$ cat config.mk
export PLATFORM = sky130hd
export DESIGN_NAME = dice_roll_ctrl
export DESIGN_NICKNAME = d
export VERILOG_FILES = /design/src/rtl/dice_pkg.sv /design/src/rtl/dice_spin_counter.sv /design/src/rtl/dice_roll_ctrl.sv
export SDC_FILE = /design/constraint.sdc
export NUM_CORES = 1
export LEC_CHECK = 0
export ABC_AREA = 1
export CORE_UTILIZATION = 58
export CTS_CLUSTER_SIZE = 14
export DETAILED_ROUTE_END_ITERATION = 12
export GPL_TIMING_DRIVEN = 0
export PLACE_DENSITY = 0.76
export SLEW_MARGIN = 20
export SYNTH_ARGS = -nofsm -noshare
export SYNTH_HDL_FRONTEND = slang
export SYNTH_SLANG_ARGS = --single-unit
$ cat constraint.sdc
create_clock -name clk -period 3 [get_ports clk]
set_input_delay 0.6 -clock clk [delete_from_list [all_inputs] [get_ports clk]]
set_output_delay 0.6 -clock clk [all_outputs]
set_load 0.01 [all_outputs]
$ cat src/rtl/dice_pkg.sv
// Purpose: shared die constants, face-count lookup and roll FSM state encoding.
// Latency: n/a (types, constants and pure functions only).
// Backpressure: n/a.
package dice_pkg;

  localparam logic [2:0] DIE_D4   = 3'd0;
  localparam logic [2:0] DIE_D6   = 3'd1;
  localparam logic [2:0] DIE_D8   = 3'd2;
  localparam logic [2:0] DIE_D10  = 3'd3;
  localparam logic [2:0] DIE_D12  = 3'd4;
  localparam logic [2:0] DIE_D20  = 3'd5;
  localparam logic [2:0] DIE_D100 = 3'd6;
  localparam logic [2:0] DIE_LAST = 3'd6;

  typedef enum logic [1:0] {
    IDLE    = 2'd0,
    ROLLING = 2'd1,
    TUMBLE  = 2'd2,
    SHOW    = 2'd3
  } state_e;

  // Number of faces on the die selected by idx. Index 7 is never produced;
  // it maps to the smallest die so the spin counter stays bounded anyway.
  function automatic logic [6:0] faces(input logic [2:0] idx);
    logic [6:0] n;
    case (idx)
      DIE_D4:   n = 7'd4;
      DIE_D6:   n = 7'd6;
      DIE_D8:   n = 7'd8;
      DIE_D10:  n = 7'd10;
      DIE_D12:  n = 7'd12;
      DIE_D20:  n = 7'd20;
      DIE_D100: n = 7'd100;
      default:  n = 7'd4;
    endcase
    return n;
  endfunction

  // Cyclic advance through d4 .. d100, wrapping back to d4.
  function automatic logic [2:0] next_die(input logic [2:0] idx);
    return (idx >= DIE_LAST) ? DIE_D4 : idx + 3'd1;
  endfunction

endpackage

$ cat src/rtl/dice_spin_counter.sv
// Purpose: free-running modulo-N counter producing 1..faces, restarted by clear.
// Latency: spin updates one clk after the edge that sees clear/faces.
// Backpressure: none; advances every clk unconditionally.
// Ports: clk, rst_n (async, active-low); clear forces spin to 1;
//        faces is the current modulus; spin is the registered count.
module dice_spin_counter (
  input  logic       clk,
  input  logic       rst_n,
  input  logic       clear,
  input  logic [6:0] faces,
  output logic [6:0] spin
);

  logic [6:0] spin_q;
  logic [6:0] spin_d;

  // The >= compare (rather than ==) also pulls an out-of-range count back
  // to 1, e.g. if the modulus shrank without a clear.
  always_comb begin
    spin_d = spin_q + 7'd1;
    if (clear || (spin_q >= faces)) begin
      spin_d = 7'd1;
    end
  end

  always_ff @(posedge clk or negedge rst_n) begin
    if (!rst_n) begin
      spin_q <= 7'd1;
    end else begin
      spin_q <= spin_d;
    end
  end

  assign spin = spin_q;

endmodule

$ cat src/rtl/dice_roll_ctrl.sv
// Purpose: die select + roll FSM; spins while roll held, tumbles, then shows result.
// Latency: all outputs registered; valid rises on the edge that ends the tumble.
// Backpressure: none; button edges outside the accepting states are dropped.
// Ports: clk, rst_n (async, active-low); tick = slow timebase pulse;
//        roll_btn / sel_btn = debounced levels; die_idx = selected die;
//        value = displayed number (0 = blank); rolling = ROLLING/TUMBLE; valid = SHOW.
module dice_roll_ctrl
  import dice_pkg::*;
#(
  parameter int TUMBLE_TICKS = 6,
  parameter int DEFAULT_DIE  = 1
) (
  input  logic       clk,
  input  logic       rst_n,
  input  logic       tick,
  input  logic       roll_btn,
  input  logic       sel_btn,
  output logic [2:0] die_idx,
  output logic [6:0] value,
  output logic       rolling,
  output logic       valid
);

  localparam int TW = (TUMBLE_TICKS > 0) ? $clog2(TUMBLE_TICKS + 1) : 1;

  state_e          state_q, state_d;
  logic [2:0]      die_q, die_d;
  logic [6:0]      value_q, value_d;
  logic [6:0]      captured_q, captured_d;
  logic [TW-1:0]   tumble_q, tumble_d;
  logic            roll_q, sel_q;
  logic [6:0]      spin;

  // History resets high so a button held through reset is not a press.
  logic roll_rise, roll_fall, sel_rise;
  assign roll_rise = roll_btn & ~roll_q;
  assign roll_fall = ~roll_btn & roll_q;
  assign sel_rise  = sel_btn & ~sel_q;

  dice_spin_counter u_spin (
    .clk   (clk),
    .rst_n (rst_n),
    .clear (die_d != die_q),
    .faces (faces(die_q)),
    .spin  (spin)
  );

  always_comb begin
    state_d    = state_q;
    die_d      = die_q;
    value_d    = value_q;
    captured_d = captured_q;
    tumble_d   = tumble_q;
    case (state_q)
      IDLE: begin
        value_d = 7'd0;
        // roll has priority; a coincident sel press is discarded
        if (roll_rise) begin
          state_d = ROLLING;
        end else if (sel_rise) begin
          die_d = next_die(die_q);
        end
      end
      ROLLING: begin
        if (tick) begin
          value_d = spin;
        end
        // Fall wins over a coincident tick; spin here is the pre-edge count.
        if (roll_fall) begin
          captured_d = spin;
          tumble_d   = TW'(TUMBLE_TICKS);
          if (TUMBLE_TICKS == 0) begin
            value_d = spin;
            state_d = SHOW;
          end else begin
            state_d = TUMBLE;
          end
        end
      end
      TUMBLE: begin
        if (tick) begin
          if (tumble_q > TW'(1)) begin
            tumble_d = tumble_q - TW'(1);
            value_d  = spin;
          end else begin
            tumble_d = '0;
            value_d  = captured_q;
            state_d  = SHOW;
          end
        end
      end
      SHOW: begin
        if (roll_rise) begin
          state_d = ROLLING;
        end else if (sel_rise) begin
          die_d   = next_die(die_q);
          value_d = 7'd0;
          state_d = IDLE;
        end
      end
      default: begin
        state_d = IDLE;
      end
    endcase
  end

  always_ff @(posedge clk or negedge rst_n) begin
    if (!rst_n) begin
      state_q    <= IDLE;
      die_q      <= 3'(DEFAULT_DIE);
      value_q    <= 7'd0;
      captured_q <= 7'd0;
      tumble_q   <= '0;
      roll_q     <= 1'b1;
      sel_q      <= 1'b1;
    end else begin
      state_q    <= state_d;
      die_q      <= die_d;
      value_q    <= value_d;
      captured_q <= captured_d;
      tumble_q   <= tumble_d;
      roll_q     <= roll_btn;
      sel_q      <= sel_btn;
    end
  end

  assign die_idx = die_q;
  assign value   = value_q;
  assign rolling = (state_q == ROLLING) || (state_q == TUMBLE);
  assign valid   = (state_q == SHOW);

endmodule

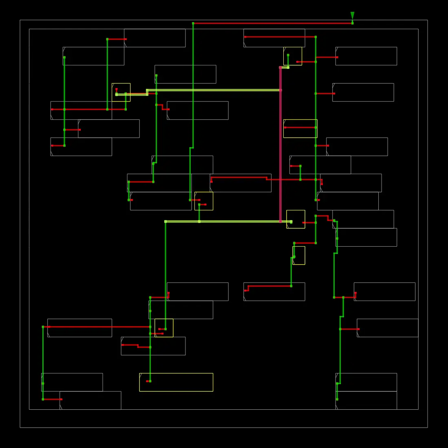
**Above:** clock nets.
clock tree skew after final layout: 7.02 ps
number of buffers created by CTS: 5
tally of clock buffers in the finished layout: 6
clock latency of the later-clocked register in the worst-skew pair: 330 ps
clock sinks: 31

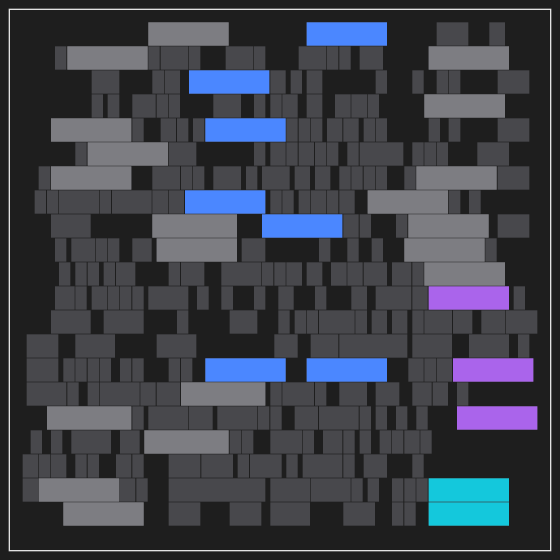
**Above:** sequential cells colored by netlist name.
Other sequential cells in the stronger gray, the rest of the logic in the fainter gray.
state_q: marked cyan, placed flops 2. tumble_q: marked purple, placed flops 3. captured_q: marked blue, placed flops 7.
flip-flop and latch share of the layout cell area: 0.335
utilization after layout: 0.699

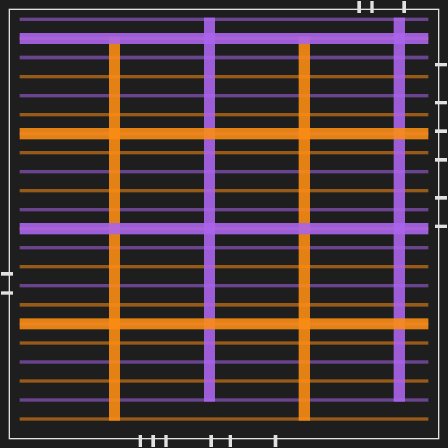
**Above:** supply network.
Pins as bars on the die edge.
VSS: marked orange. VDD: marked purple.
4 straps on met5. The core has 21 rows. 4 straps on met4. 22 met1 rails follow the rows. 17 signal pins sit on the boundary.
maximum VDD drop: 0.670 mV
Core Region: 0.00334 mm2
Die Span X: 61.2 um
Die Height: 61.2 um

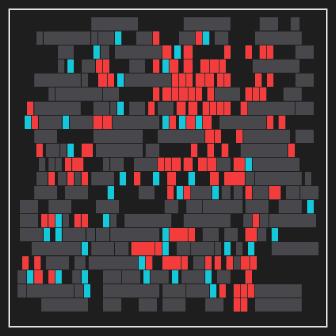
**Above:** gate families picked out.
NAND gates: marked red, cells 112. inverters: marked cyan, cells 41.
most instantiated logic cell after routing: sky130_fd_sc_hd__nand2_1
logic share of the area: 0.458

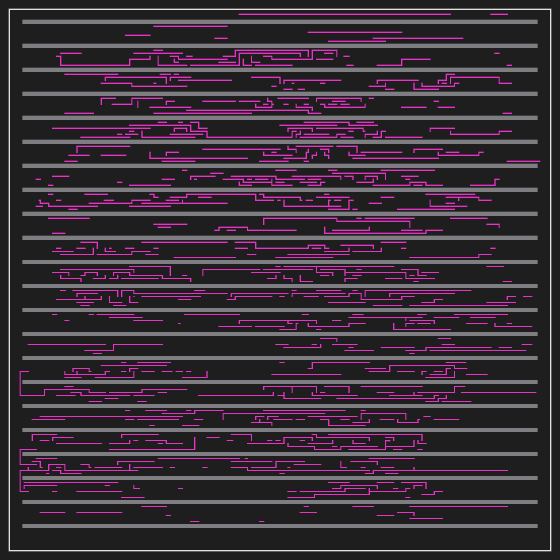
**Above:** met1 routing.
Supply wires on this layer in gray.
The layer holds 50% of the routed length. The layer carries 1870 um of wire. The wires run mostly horizontal. 272 nets have wire on it.
via count: 1635
routed wire length: 3740 um
met1 track utilization from global routing: 0.304

## Yosys cell counts (2+ instances only)
library cell	number	share of area
sky130_fd_sc_hd__inv_2	3	0.0055
sky130_fd_sc_hd__o21ai_2	7	0.030
sky130_fd_sc_hd__o21bai_1	3	0.011
sky130_fd_sc_hd__buf_4	4	0.015
sky130_fd_sc_hd__nor2_1	18	0.033
sky130_fd_sc_hd__nand3_2	2	0.0099
sky130_fd_sc_hd__dfstp_2	4	0.052
sky130_fd_sc_hd__nand3_1	26	0.064
sky130_fd_sc_hd__nand4_1	3	0.0092
sky130_fd_sc_hd__xnor2_1	2	0.0086
sky130_fd_sc_hd__inv_1	38	0.070
sky130_fd_sc_hd__nand2_1	77	0.14
sky130_fd_sc_hd__o21ai_0	9	0.022
sky130_fd_sc_hd__nand2_2	2	0.0062
sky130_fd_sc_hd__xor2_1	3	0.013
sky130_fd_sc_hd__ha_1	18	0.11
sky130_fd_sc_hd__dfrtp_1	27	0.33
## sequential cells by signal, indices dropped and copies added (netlist names)
| name | count |
|---|---|
| die_idx | 3 |
| roll_q | 1 |
| u_spin.spin | 7 |
| state_q | 2 |
| tumble_q | 3 |
| sel_q | 1 |
| value | 7 |
| captured_q | 7 |
## layer usage
layer	wire length (um)	part of all wire
met5	0	0
met4	42	0.011
met3	107	0.029
met2	1720	0.46
met1	1870	0.50
## layout make-up
cell class / instances / area [um2] / area share
buffer: 4 / 30.0 / 0.0129
clock buffer: 6 / 51.3 / 0.0220
clock inverter: 2 / 35.0 / 0.0150
inverter: 41 / 154 / 0.0660
multi-input combinational: 184 / 1070 / 0.458
sequential: 31 / 781 / 0.335
tap: 46 / 57.6 / 0.0247
timing repair buffer: 16 / 155 / 0.0666
## power by group through the flow
stage	logic [uW]	clock network (uW)	registers, uW
2_1_floorplan	980	0	687
3_3_place_gp	1310	0	688
3_5_place_dp	1330	0	692
4_1_cts	1340	353	685
5_1_grt	1540	370	708
6_report	1330	343	686
## layout by cell type (no fill, tap or decap), drive strengths merged
cell type       n
o211ai          2
xnor2           2
o21bai          3
a21oi           2
inv            41
nor3            1
nand2          80
ha             18
clkbuf          6
dfstp           4
dfrtp          27
a211oi          1
bufinv          1
nand4           4
buf             5
nand3          28
clkinv          1
and3            1
nor2           20
o22ai           1
o21ai          17
xor2            3
clkdlybuf4s50  15
or2             1
## cells by family after synthesis
group           Yosys count  synth area share
compound gates           26            0.0991
simple gates            135             0.294
xor+xnor                  5            0.0216
fa+ha+maj                18             0.111
buf+inv                  45            0.0905
flops                    31             0.384
## path summary, 6_finish.rpt
kind | cells past startpoint | slack (ps) | to
max reg2reg | 13 | 690 | u_spin.spin[3]$_DFF_PN0_
min in group clk | 2 | 490 | value[3]$_DFFE_PN0P_
min reg2reg | 2 | 490 | value[3]$_DFFE_PN0P_
min | 1 | 280 | value[1]$_DFFE_PN0P_
max in group asynchronous | 1 | 2290 | die_idx[1]$_DFF_PN0_
max | 3 | 670 | rolling
## stage by stage
step,hold WS (ps),power (uW)
6_report,283,2360
4_1_cts,297,2380
3_3_place_gp,463,2000
3_5_place_dp,465,2030
5_1_grt,328,2620
2_1_floorplan,304,1670
==> results.txt <==
Notes on the flow outputs.

- The number of cells reported by Yosys stat comes to 260.
- The global routing report lists met3 layer usage as 0.0609.
- The number of synthesis warnings is 0.
- The library cell contributing the largest single delay on the critical path is sky130_fd_sc_hd__clkdlybuf4s50_1.
- The cell area that synthesis handed to floorplanning was 0.00203 mm2.
- The required time at the worst endpoint is listed as 2400 ps.
- The run finished with clean final reports.
- The number of maximum-capacitance violations is 0.
- The logs give a warning total of 33.
- Per the OpenROAD power report, leakage power amounts to 0.00122 uW.
- The net switching power figure reads 1050 uW.
- Per the timing report, the biggest fanout along the worst path comes to 4.
- The type of the setup path with the least slack reads reg2out.
- The report lists the power per cell area as 1010 mW/mm2.
- For this design, the CTS-stage hold fixing added 0 buffers.
- The first-pass GRT wire length reads 6460 um.
- The cell at the root of the clock tree is sky130_fd_sc_hd__clkbuf_4.
- The post-place instance area is 0.00224 mm2.
- The area of the synthesized netlist per yosys stat reads 0.00203 mm2.
- For this run, the detailed router reports a per-instance via density of 4.95.
- The count of library flops with an enable pin reads 0.
- The number of routed nets with antenna violations is 0.
- Endpoints failing hold in the final report were tallied at 0.
- The script logs the mean routed wire length per placed instance as 11.3 um.
- The share of layout cells above drive strength 1 reads 0.137.
- The remaining design rule violation count is 0.
- The number of nets in the layout is 306.
- The number of nets produced by synthesis reads 283.
- The critical path's top delay family reads buffers and inverters.
- For this design the top-level I/O count stands at 17.
- The register bit total from synthesis is 31.
- The placement-stage worst setup slack reads 677 ps.
- The deepest clock path buffer count reads 2.
- Per the post-synthesis report, the number of cells in the design is 260.
- TritonCTS built the clock tree.
- Setup repair after global routing left no endpoint under its margin.
Power and IR drop assume default switching activity.
